<file path="config.mk">
export PLATFORM = sky130hd
export DESIGN_NAME = misr_compactor
export DESIGN_NICKNAME = d
export VERILOG_FILES = /design/src/rtl/misr_pkg.sv /design/src/rtl/misr_step.sv /design/src/rtl/misr_compactor.sv
export SDC_FILE = /design/constraint.sdc
export NUM_CORES = 1
export LEC_CHECK = 0
export CORE_ASPECT_RATIO = 1.4
export CORE_MARGIN = 1.5
export CORE_UTILIZATION = 47
export DETAILED_ROUTE_END_ITERATION = 10
export PLACE_DENSITY_LB_ADDON = 0.05
export SYNTH_ARGS = -nofsm -noshare
export SYNTH_HDL_FRONTEND = slang
export SYNTH_HIERARCHICAL = 1
export SYNTH_SLANG_ARGS = --single-unit
</file>
<file path="constraint.sdc">
create_clock -name clk -period 2 [get_ports clk]
set_input_delay 0.4 -clock clk [delete_from_list [all_inputs] [get_ports clk]]
set_output_delay 0.4 -clock clk [all_outputs]
set_load 0.02 [all_outputs]
</file>
<file path="src/rtl/misr_pkg.sv">
// ---------------------------------------------------------------------------
// misr_pkg
//   Shared definitions for the BIST response compactors.
//   - misr_state_e : FSM state encoding of the compactor control.
//   - ARB_BIST_*   : default feedback taps and seed for the 16-bit arbiter
//                    BIST signature register.
// ---------------------------------------------------------------------------
package misr_pkg;

   typedef enum logic [1:0] {
      IDLE    = 2'd0,
      COMPACT = 2'd1,
      DONE    = 2'd2,
      UNLOAD  = 2'd3
   } misr_state_e;

   localparam logic [15:0] ARB_BIST_POLY = 16'hD008;
   localparam logic [15:0] ARB_BIST_SEED = 16'hFFFF;

endpackage

</file>
<file path="src/rtl/misr_step.sv">
// ---------------------------------------------------------------------------
// misr_step
//   Combinational next-signature function of a multiple-input signature
//   register:
//     nxt[i] = sig[i-1] (0 for i==0) ^ (POLY[i] & sig[SIG_W-1])
//              ^ data[IN_W-1-i] (only for i < IN_W)
//   The MSB of the response vector lands in signature bit 0.
// Ports
//   sig_i   in  SIG_W  current signature
//   data_i  in  IN_W   parallel response vector
//   nxt_o   out SIG_W  next signature
// ---------------------------------------------------------------------------
module misr_step #(
   parameter int               SIG_W = 16,
   parameter int               IN_W  = 4,
   parameter logic [SIG_W-1:0] POLY  = misr_pkg::ARB_BIST_POLY
) (
   input  logic [SIG_W-1:0] sig_i,
   input  logic [IN_W-1:0]  data_i,
   output logic [SIG_W-1:0] nxt_o
);

   logic msb;
   assign msb = sig_i[SIG_W-1];

   // Bit 0 has no shift-in from below; IN_W >= 1 so it always takes a data bit.
   assign nxt_o[0] = (POLY[0] & msb) ^ data_i[IN_W-1];

   for (genvar i = 1; i < SIG_W; i++) begin : g_bit
      if (i < IN_W) begin : g_with_data
         assign nxt_o[i] = sig_i[i-1] ^ (POLY[i] & msb) ^ data_i[IN_W-1-i];
      end else begin : g_no_data
         assign nxt_o[i] = sig_i[i-1] ^ (POLY[i] & msb);
      end
   end

endmodule

</file>
<file path="src/rtl/misr_compactor.sv">
// ---------------------------------------------------------------------------
// misr_compactor
//   BIST response compactor for the arbiter. From SEED it folds IN_W response
//   bits into the signature on every valid cycle, for NUM_VECTORS vectors,
//   then compares against GOLDEN and reports pass/fail. The signature can be
//   unloaded serially (MSB first) on the scan chain afterwards.
// Ports
//   clk        in   1      rising-edge clock
//   rst        in   1      asynchronous active-high reset
//   start      in   1      begin/restart a run, reseeds the signature
//   data_in    in   IN_W   response vector
//   data_valid in   1      data_in is compacted this cycle
//   shift_en   in   1      serial unload enable (DONE/UNLOAD only)
//   scan_in    in   1      serial input into signature bit 0 during unload
//   scan_out   out  1      signature MSB
//   signature  out  SIG_W  signature register
//   busy       out  1      compaction in progress
//   done       out  1      run complete, pass/fail valid
//   pass       out  1      final signature == GOLDEN
//   fail       out  1      final signature != GOLDEN
// Handshake: data_valid is a qualifier with no back-pressure. A vector is
// consumed on every rising edge where busy=1, start=0 and data_valid=1;
// vectors presented while busy=0 are dropped.
// ---------------------------------------------------------------------------
module misr_compactor
   import misr_pkg::*;
#(
   parameter int               SIG_W       = 16,
   parameter int               IN_W        = 4,
   parameter logic [SIG_W-1:0] POLY        = ARB_BIST_POLY,
   parameter logic [SIG_W-1:0] SEED        = ARB_BIST_SEED,
   parameter logic [SIG_W-1:0] GOLDEN      = '0,
   parameter int               NUM_VECTORS = 256
) (
   input  logic             clk,
   input  logic             rst,
   input  logic             start,
   input  logic [IN_W-1:0]  data_in,
   input  logic             data_valid,
   input  logic             shift_en,
   input  logic             scan_in,
   output logic             scan_out,
   output logic [SIG_W-1:0] signature,
   output logic             busy,
   output logic             done,
   output logic             pass,
   output logic             fail
);

   localparam int              CNT_W = $clog2(NUM_VECTORS + 1);
   localparam logic [CNT_W-1:0] LAST = CNT_W'(NUM_VECTORS - 1);

   misr_state_e      state_q;
   logic [SIG_W-1:0] sig_q;
   logic [SIG_W-1:0] sig_d;
   logic [CNT_W-1:0] cnt_q;
   logic             busy_q, done_q, pass_q, fail_q;

   misr_step #(
      .SIG_W (SIG_W),
      .IN_W  (IN_W),
      .POLY  (POLY)
   ) u_step (
      .sig_i  (sig_q),
      .data_i (data_in),
      .nxt_o  (sig_d)
   );

   always_ff @(posedge clk or posedge rst) begin
      if (rst) begin
         state_q <= IDLE;
         sig_q   <= SEED;
         cnt_q   <= '0;
         busy_q  <= 1'b0;
         done_q  <= 1'b0;
         pass_q  <= 1'b0;
         fail_q  <= 1'b0;
      end else if (start) begin
         // start wins over data_valid and shift_en in every state.
         state_q <= COMPACT;
         sig_q   <= SEED;
         cnt_q   <= '0;
         busy_q  <= 1'b1;
         done_q  <= 1'b0;
         pass_q  <= 1'b0;
         fail_q  <= 1'b0;
      end else begin
         case (state_q)
            COMPACT: begin
               if (data_valid) begin
                  sig_q <= sig_d;
                  cnt_q <= cnt_q + 1'b1;
                  if (cnt_q == LAST) begin
                     // Compare the value being written so the verdict
                     // arrives together with done.
                     state_q <= DONE;
                     busy_q  <= 1'b0;
                     done_q  <= 1'b1;
                     pass_q  <= (sig_d == GOLDEN);
                     fail_q  <= (sig_d != GOLDEN);
                  end
               end
            end
            DONE, UNLOAD: begin
               if (shift_en) begin
                  state_q <= UNLOAD;
                  sig_q   <= {sig_q[SIG_W-2:0], scan_in};
               end else begin
                  state_q <= DONE;
               end
            end
            default: ; // IDLE waits for start
         endcase
      end
   end

   assign scan_out  = sig_q[SIG_W-1];
   assign signature = sig_q;
   assign busy      = busy_q;
   assign done      = done_q;
   assign pass      = pass_q;
   assign fail      = fail_q;

endmodule

</file>
==> impl_metrics.yaml, run 1 <==
# physical design summary
sta:
  maxSlewHeadroom_pct: 73.8
  slew_viol_final: 0
  finalCritPeriodShare_pct: 97.2
  worst_tran_pin_value_ps: 392
  setup_viol: 0
  finalClockSkew_ps: 4.86
  setup_repair_after_global_routing_missed_its_margin: "false"
  fin_crit_ps: 1940
  final_worst_hold_slack_ps: 499
worst_setup_path:
  critical_path.max_fanout: 7
  critPathArrivalTime_ps: 1540
  timing.critical_path.from_type: "register"
  slowest_delay_ps: 640
  path_buffers: 1
  reg2reg_to: "pass$_DFFE_PP0P_"
  crit_path_top_delay_cell: "sky130_fd_sc_hd__clkdlybuf4s50_1"
  timing.critical_path.required_ps: 1600
  worstReg2RegStart: "cnt_q[3]$_DFFE_PP0P_"
  crit_family: "buffers and inverters"
yosys:
  netlist-cell-type-count: 36
  synthCells: 168
  area_leaders: "sky130_fd_sc_hd__dfstp_2, sky130_fd_sc_hd__dfrtp_1, sky130_fd_sc_hd__mux2_2, sky130_fd_sc_hd__a211o_1, sky130_fd_sc_hd__nor2b_1"
  edff_count_synth: 0
  synthesis.area_per_instance_um2: 10.9
  synthDominantAreaCellType: "sky130_fd_sc_hd__dfstp_2"
  ys_area_mm2: 0.00182
  synthesis.yosys.warnings: 6
  synthDominantCellAreaShare_pct: 23.1
  post-synth-top-count-cell: "sky130_fd_sc_hd__nor2b_1"
  share_of_the_yosys_chip_area_belonging_to_registers_pct: 43.7
  postSynth.topFlopCell: "sky130_fd_sc_hd__dfstp_2"
  netlist_top_cells_count: "sky130_fd_sc_hd__nor2b_1, sky130_fd_sc_hd__mux2_2, sky130_fd_sc_hd__a211o_1, sky130_fd_sc_hd__dfstp_2, sky130_fd_sc_hd__dfrtp_1"
finish:
  post_route_cells_drive_above_1_share_pct: 25.7
  n_antenna_cell: 0
  area_growth_pct: 18.3
routing:
  drt-vias-per-instance: 5.56
  wirelength_um: 3580
  first_pass_iters: 4
  wire_per_inst_um: 15.3
  route.vias.total: 1296
  detail_route.iter0.violations: 27
clock_network:
  clk_transition_reported_paths_ps: 70
  maximum_level_of_the_cts_h_tree: 2
  cts_hold_bufs: 0
  cts_sinks: 31
  clock-root-buffer: "sky130_fd_sc_hd__clkbuf_8"
  cts_setup_buffers: 0
  worstSkewPairLatency_ps: 280
  clockBufferDepth: 2
die:
  floorplan.core_util_pct: 49.6
  io-pin-count: 31
  chip_area_mm2: 0.00427
  floorplan.core_area_mm2: 0.00368
  die_h_um: 76.7
  num_rows: 26
place:
  gp_routability_congestion: 0.758
  detailed_placement_wirelength_estimate_um: 2410
  dpl_cell_area_mm2: 0.00207
  io_buffers: 30
power_and_ir_drop:
  power_density_mw_per_mm2: 827
  max-vdd-ir-drop_uv: 546
  static_leakage_nw: 0.837
global_routing:
  grt_start_max_net_pins: 36
  initial_antenna_violation_count: 0
  globalRouteOverflowTotal: 0
  first_pass_grt_wire_length_um: 6110
  first_global_vias: 1322
flow_run:
  max_cap_violations: 0
hold_path:
  hp-class: "in -> async"
outcome:
  run_status: "completed"
[run 1: layout by cell type, fill, tap and decap left out, drive strengths merged, types with 3 or more instances in the layout]
cell type,Yosys,layout
dfrtp,15,15
or3,3,3
nor2b,18,18
clkbuf,3,5
clkdlybuf4s50,0,30
xor2,5,5
o21ai,3,3
inv,5,5
clkinv,0,3
dfstp,16,16
nor2,7,7
a21oi,6,6
nor4,5,5
nand2,9,9
buf,17,5
mux2,17,17
a211o,16,16
[run 1: per-stage QoR]
step                std cells  total power, W  util (%)  setup slack, ps
floorplan                 168         0.00117         -              206
global placement          225         0.00131      56.4             77.5
detailed placement        225         0.00132      56.4             52.5
CTS                       233         0.00181      58.7             33.4
global route              233         0.00189      58.7            0.827
finish                    233         0.00178      58.7             56.4
[run 1: area by class of cell]
class | instances | area [um2]
well taps | 42 | 52.6
clock inverters | 3 | 15.0
flip-flops and latches | 31 | 796
inverters | 5 | 18.8
clock buffers | 5 | 68.8
repair buffers | 35 | 350
multi-input cells | 112 | 856
fillers | 320 | 1520
[run 1: power by group]
group / switching [W] / internal (W) / total (W)
logic: 0.000221 / 0.000281 / 0.000501
registers: 0.0000822 / 0.000726 / 0.000808
clock network: 0.000236 / 0.000238 / 0.000473
[run 1: routing by layer]
layer | global-route usage, % | routed length (um) | vias to the layer above
li1 | - | - | 629
met4 | 10.0 | 93 | 0
met1 | 20.3 | 1480 | 635
met3 | 3.88 | 125 | 7
met5 | 0 | 0 | -
met2 | 32.1 | 1880 | 25
[run 1: how the worst max path moves through the flow]
stage                                    from                       end  slack, ps  cells past startpoint
global placement                   data_valid      cnt_q[7]$_DFFE_PP0P_         80                      4
floorplan           signature[15]$_DFFE_PP1P_  signature[3]$_DFFE_PP1P_        210                      5
CTS                 signature[15]$_DFFE_PP1P_             signature[15]         30                      1
global route        signature[15]$_DFFE_PP1P_             signature[15]        0.8                      1
finish              signature[15]$_DFFE_PP1P_             signature[15]         60                      1
detailed placement                 data_valid      cnt_q[7]$_DFFE_PP0P_         50                      4
[run 1: sequential cells by signal, indices dropped and copies added, names as in the netlist]
name and count:
signature 16, cnt_q 9, state_q 2, busy 1
done 1, fail 1, pass 1
[run 1: logic make-up (layout without fill, tap and decap cells)]
logic type | count (synthesis) | after routing | synth area share [%]
AND/OR/NAND/NOR | 53 | 53 | 17.1
AND-OR/OR-AND | 32 | 32 | 13.3
flip-flops | 31 | 31 | 43.7
buffers and inverters | 25 | 48 | 9.40
multiplexers | 17 | 17 | 10.5
XOR/XNOR | 8 | 8 | 4.67
adder cells (fa/ha/maj) | 2 | 2 | 1.37
==> run_1/clock_map.png <==
Scale bar: 20 um.
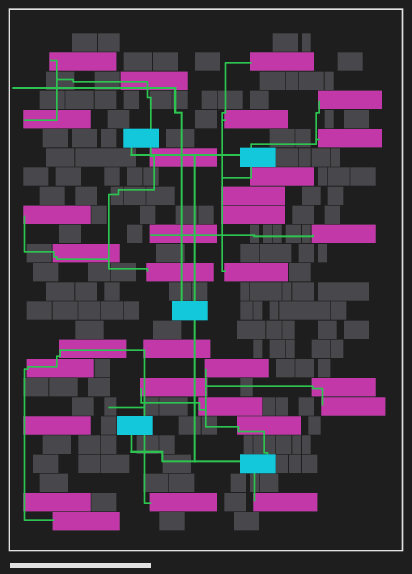
Key: flip-flops = magenta [count 31]; cells driving clock nets = cyan [count 5]; clock wires = green [length 447 um]
Position of the flops: all over the die.

==> run_1/met2.png <==
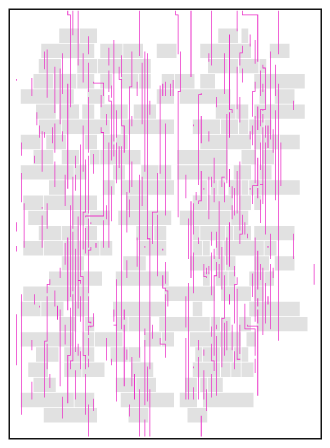
170 nets have wire on it. The wires run mostly vertical.

==> run_1/met3.png <==
Scale bar: 20 um.
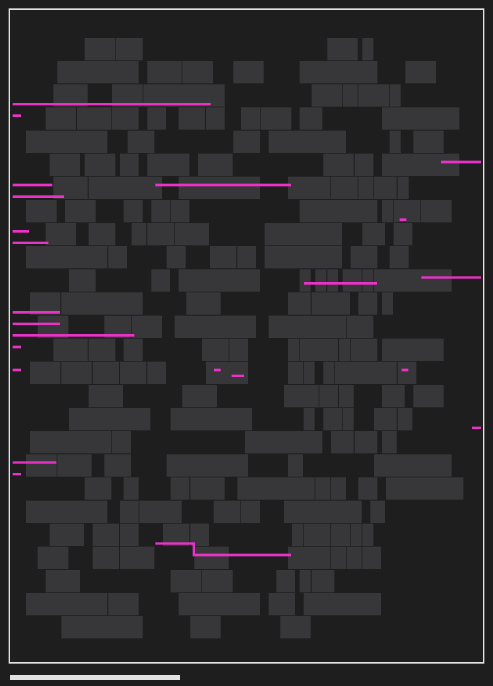
The layer holds 3.5% of the routed length. The longest straight run is 23.0 um. The layer carries 125 um of wire. The wires run mostly horizontal.

==> run_1/metal_stack.png <==
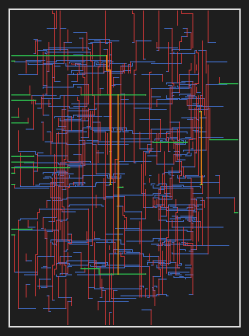
Key: met3 = green [wire length 125 um]; met2 = red [wire length 1880 um]; met1 = blue [wire length 1480 um]; met4 = orange [wire length 93.4 um]

==> run 1 -> run 2 <==
--- a/config.mk
+++ b/config.mk
@@ -5,7 +5,7 @@
 export SDC_FILE = /design/constraint.sdc
 export NUM_CORES = 1
 export LEC_CHECK = 0
-export CORE_ASPECT_RATIO = 1.4
+export CORE_ASPECT_RATIO = 0.75
 export CORE_MARGIN = 1.5
 export CORE_UTILIZATION = 47
 export DETAILED_ROUTE_END_ITERATION = 10
==> run_2/metal_stack.png <==
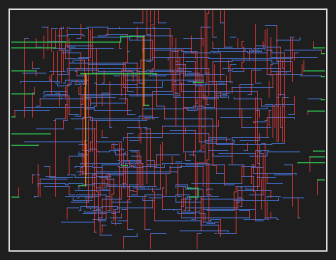
Key: met4 = orange [wire length 42.8 um]; met2 = red [wire length 1640 um]; met1 = blue [wire length 1820 um]; met3 = green [wire length 130 um]

==> impl_metrics.yaml, run 2 <==
# physical design summary
yosys:
  synthDominantAreaCellType: "sky130_fd_sc_hd__dfstp_2"
  area_leaders: "sky130_fd_sc_hd__dfstp_2, sky130_fd_sc_hd__dfrtp_1, sky130_fd_sc_hd__mux2_2, sky130_fd_sc_hd__a211o_1, sky130_fd_sc_hd__nor2b_1"
  netlist-cell-type-count: 36
  synthDominantCellAreaShare_pct: 23.1
  postSynth.topFlopCell: "sky130_fd_sc_hd__dfstp_2"
  share_of_the_yosys_chip_area_belonging_to_registers_pct: 43.7
  synthesis.area_per_instance_um2: 10.9
  synthCells: 168
  ys_area_mm2: 0.00182
finish:
  layout.cells.most_common: "sky130_fd_sc_hd__clkdlybuf4s50_1"
  n_antenna_cell: 0
  multiInputGateArea_um2: 856
  largest_register_ff_count: 16
  regArea_um2: 796
  post_route_cells_drive_above_1_share_pct: 25.1
hold_path:
  hp-class: "in -> async"
sta:
  setup_repair_after_global_routing_missed_its_margin: "false"
  slew_viol_final: 0
  worst_tran_pin_value_ps: 403
  fin_crit_ps: 1960
worst_setup_path:
  worstSetupPathDepth: 1
  critical_path.max_fanout: 7
  timing.critical_path.from_type: "register"
  path_buffers: 1
  crit_path_top_delay_cell: "sky130_fd_sc_hd__dfstp_2"
  crit_family: "flip-flops"
die:
  die_h_um: 56.9
  io-pin-count: 31
  num_rows: 19
  floorplan.core_area_mm2: 0.00368
routing:
  route.vias.total: 1319
  drt-vias-per-instance: 5.43
  detail_route.iter0.violations: 68
  wirelength_um: 3630
  first_pass_iters: 4
clock_network:
  cts_hold_bufs: 0
  clockBufferDepth: 2
  cts_sinks: 31
  maximum_level_of_the_cts_h_tree: 2
  clk_transition_reported_paths_ps: 60
power_and_ir_drop:
  static_leakage_nw: 0.846
  power_density_mw_per_mm2: 847
  report.power.total_w: 0.00185
place:
  gp_routability_congestion: 0.811
  io_buffers: 30
  detailed_placement_wirelength_estimate_um: 2580
global_routing:
  grt_start_max_net_pins: 35
outcome:
  run_status: "completed"
flow_run:
  max_cap_violations: 0
==> run_2/clock_map.png <==
Scale bar: 20 um.
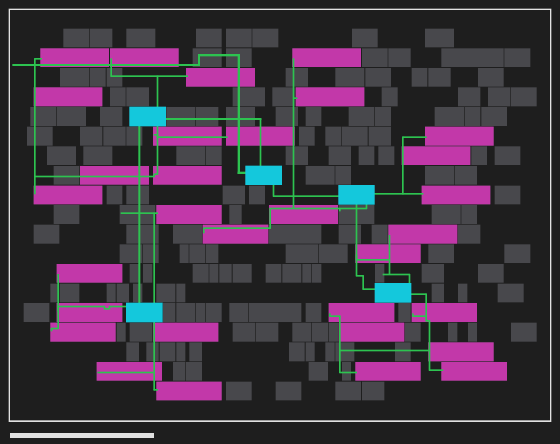
clk latency late pin: 280 ps
clock skew after layout: 1.56 ps

==> run 2: metrics by stage <==
stage	hold slack [ps]	setup slack [ps]	utilization [%]	instance area, um2	instances
finish	496	39.9	59.4	2190	243
global route	522	1.02	59.4	2190	243
CTS	506	18.7	59.3	2190	243
detailed placement	494	40.6	56.6	2090	235
global placement	476	77.6	56.6	2090	235
floorplan	492	206	-	1820	168
==> run 2: path summary, 6_finish.rpt <==
| check | from | slack [ps] | end |
|---|---|---|---|
| min in group clk | pass$_DFFE_PP0P_ | 500 | pass$_DFFE_PP0P_ |
| max in group asynchronous | rst | 1180 | signature[4]$_DFFE_PP1P_ |
| min reg2reg | pass$_DFFE_PP0P_ | 500 | pass$_DFFE_PP0P_ |
| max | signature[15]$_DFFE_PP1P_ | 40 | scan_out |
| min | rst | 500 | cnt_q[2]$_DFFE_PP0P_ |
| max reg2reg | cnt_q[3]$_DFFE_PP0P_ | 160 | pass$_DFFE_PP0P_ |
==> run 2: cells by family after synthesis <==
logic type | after synthesis | synth area share, %
adder cells (fa/ha/maj) | 2 | 1.37
flip-flops | 31 | 43.7
AND/OR/NAND/NOR | 53 | 17.1
XOR/XNOR | 8 | 4.67
multiplexers | 17 | 10.5
buffers and inverters | 25 | 9.40
AND-OR/OR-AND | 32 | 13.3
==> run 2: report_power, final <==
part	internal, W	switching (W)	total, W
clock	0.000314	0.000221	0.000534
sequential	0.000727	0.0000851	0.000812
combinational	0.000280	0.000228	0.000508
==> run 2: cell type report <==
type,instances,area share [%]
clock buffer,8,4.57
multi-input combinational,112,39.1
tap,52,2.97
timing repair buffer,35,16.1
sequential,31,36.4
inverter,5,0.858
==> run 2: layer usage <==
metal | GRT usage, % | routed length [um]
met1 | 26.7 | 1820
met2 | 29.6 | 1640
met3 | 5.65 | 129
met4 | 7.01 | 42
met5 | 0 | 0
==> run 2: worst min-delay path, delay by kind of cell <==
| family | cells | cell delay [ps] |
|---|---|---|
| buf+inv | 3 | 790 |
==> run 2: timing repair <==
item                                   4_1_cts  5_1_grt
resized                                      0        1
setup buffers                                0        0
endpoints found under the hold margin        0        0
setup endpoints to repair                    0        2
Power figures rest on the tool's default switching activity, not on a simulated workload.
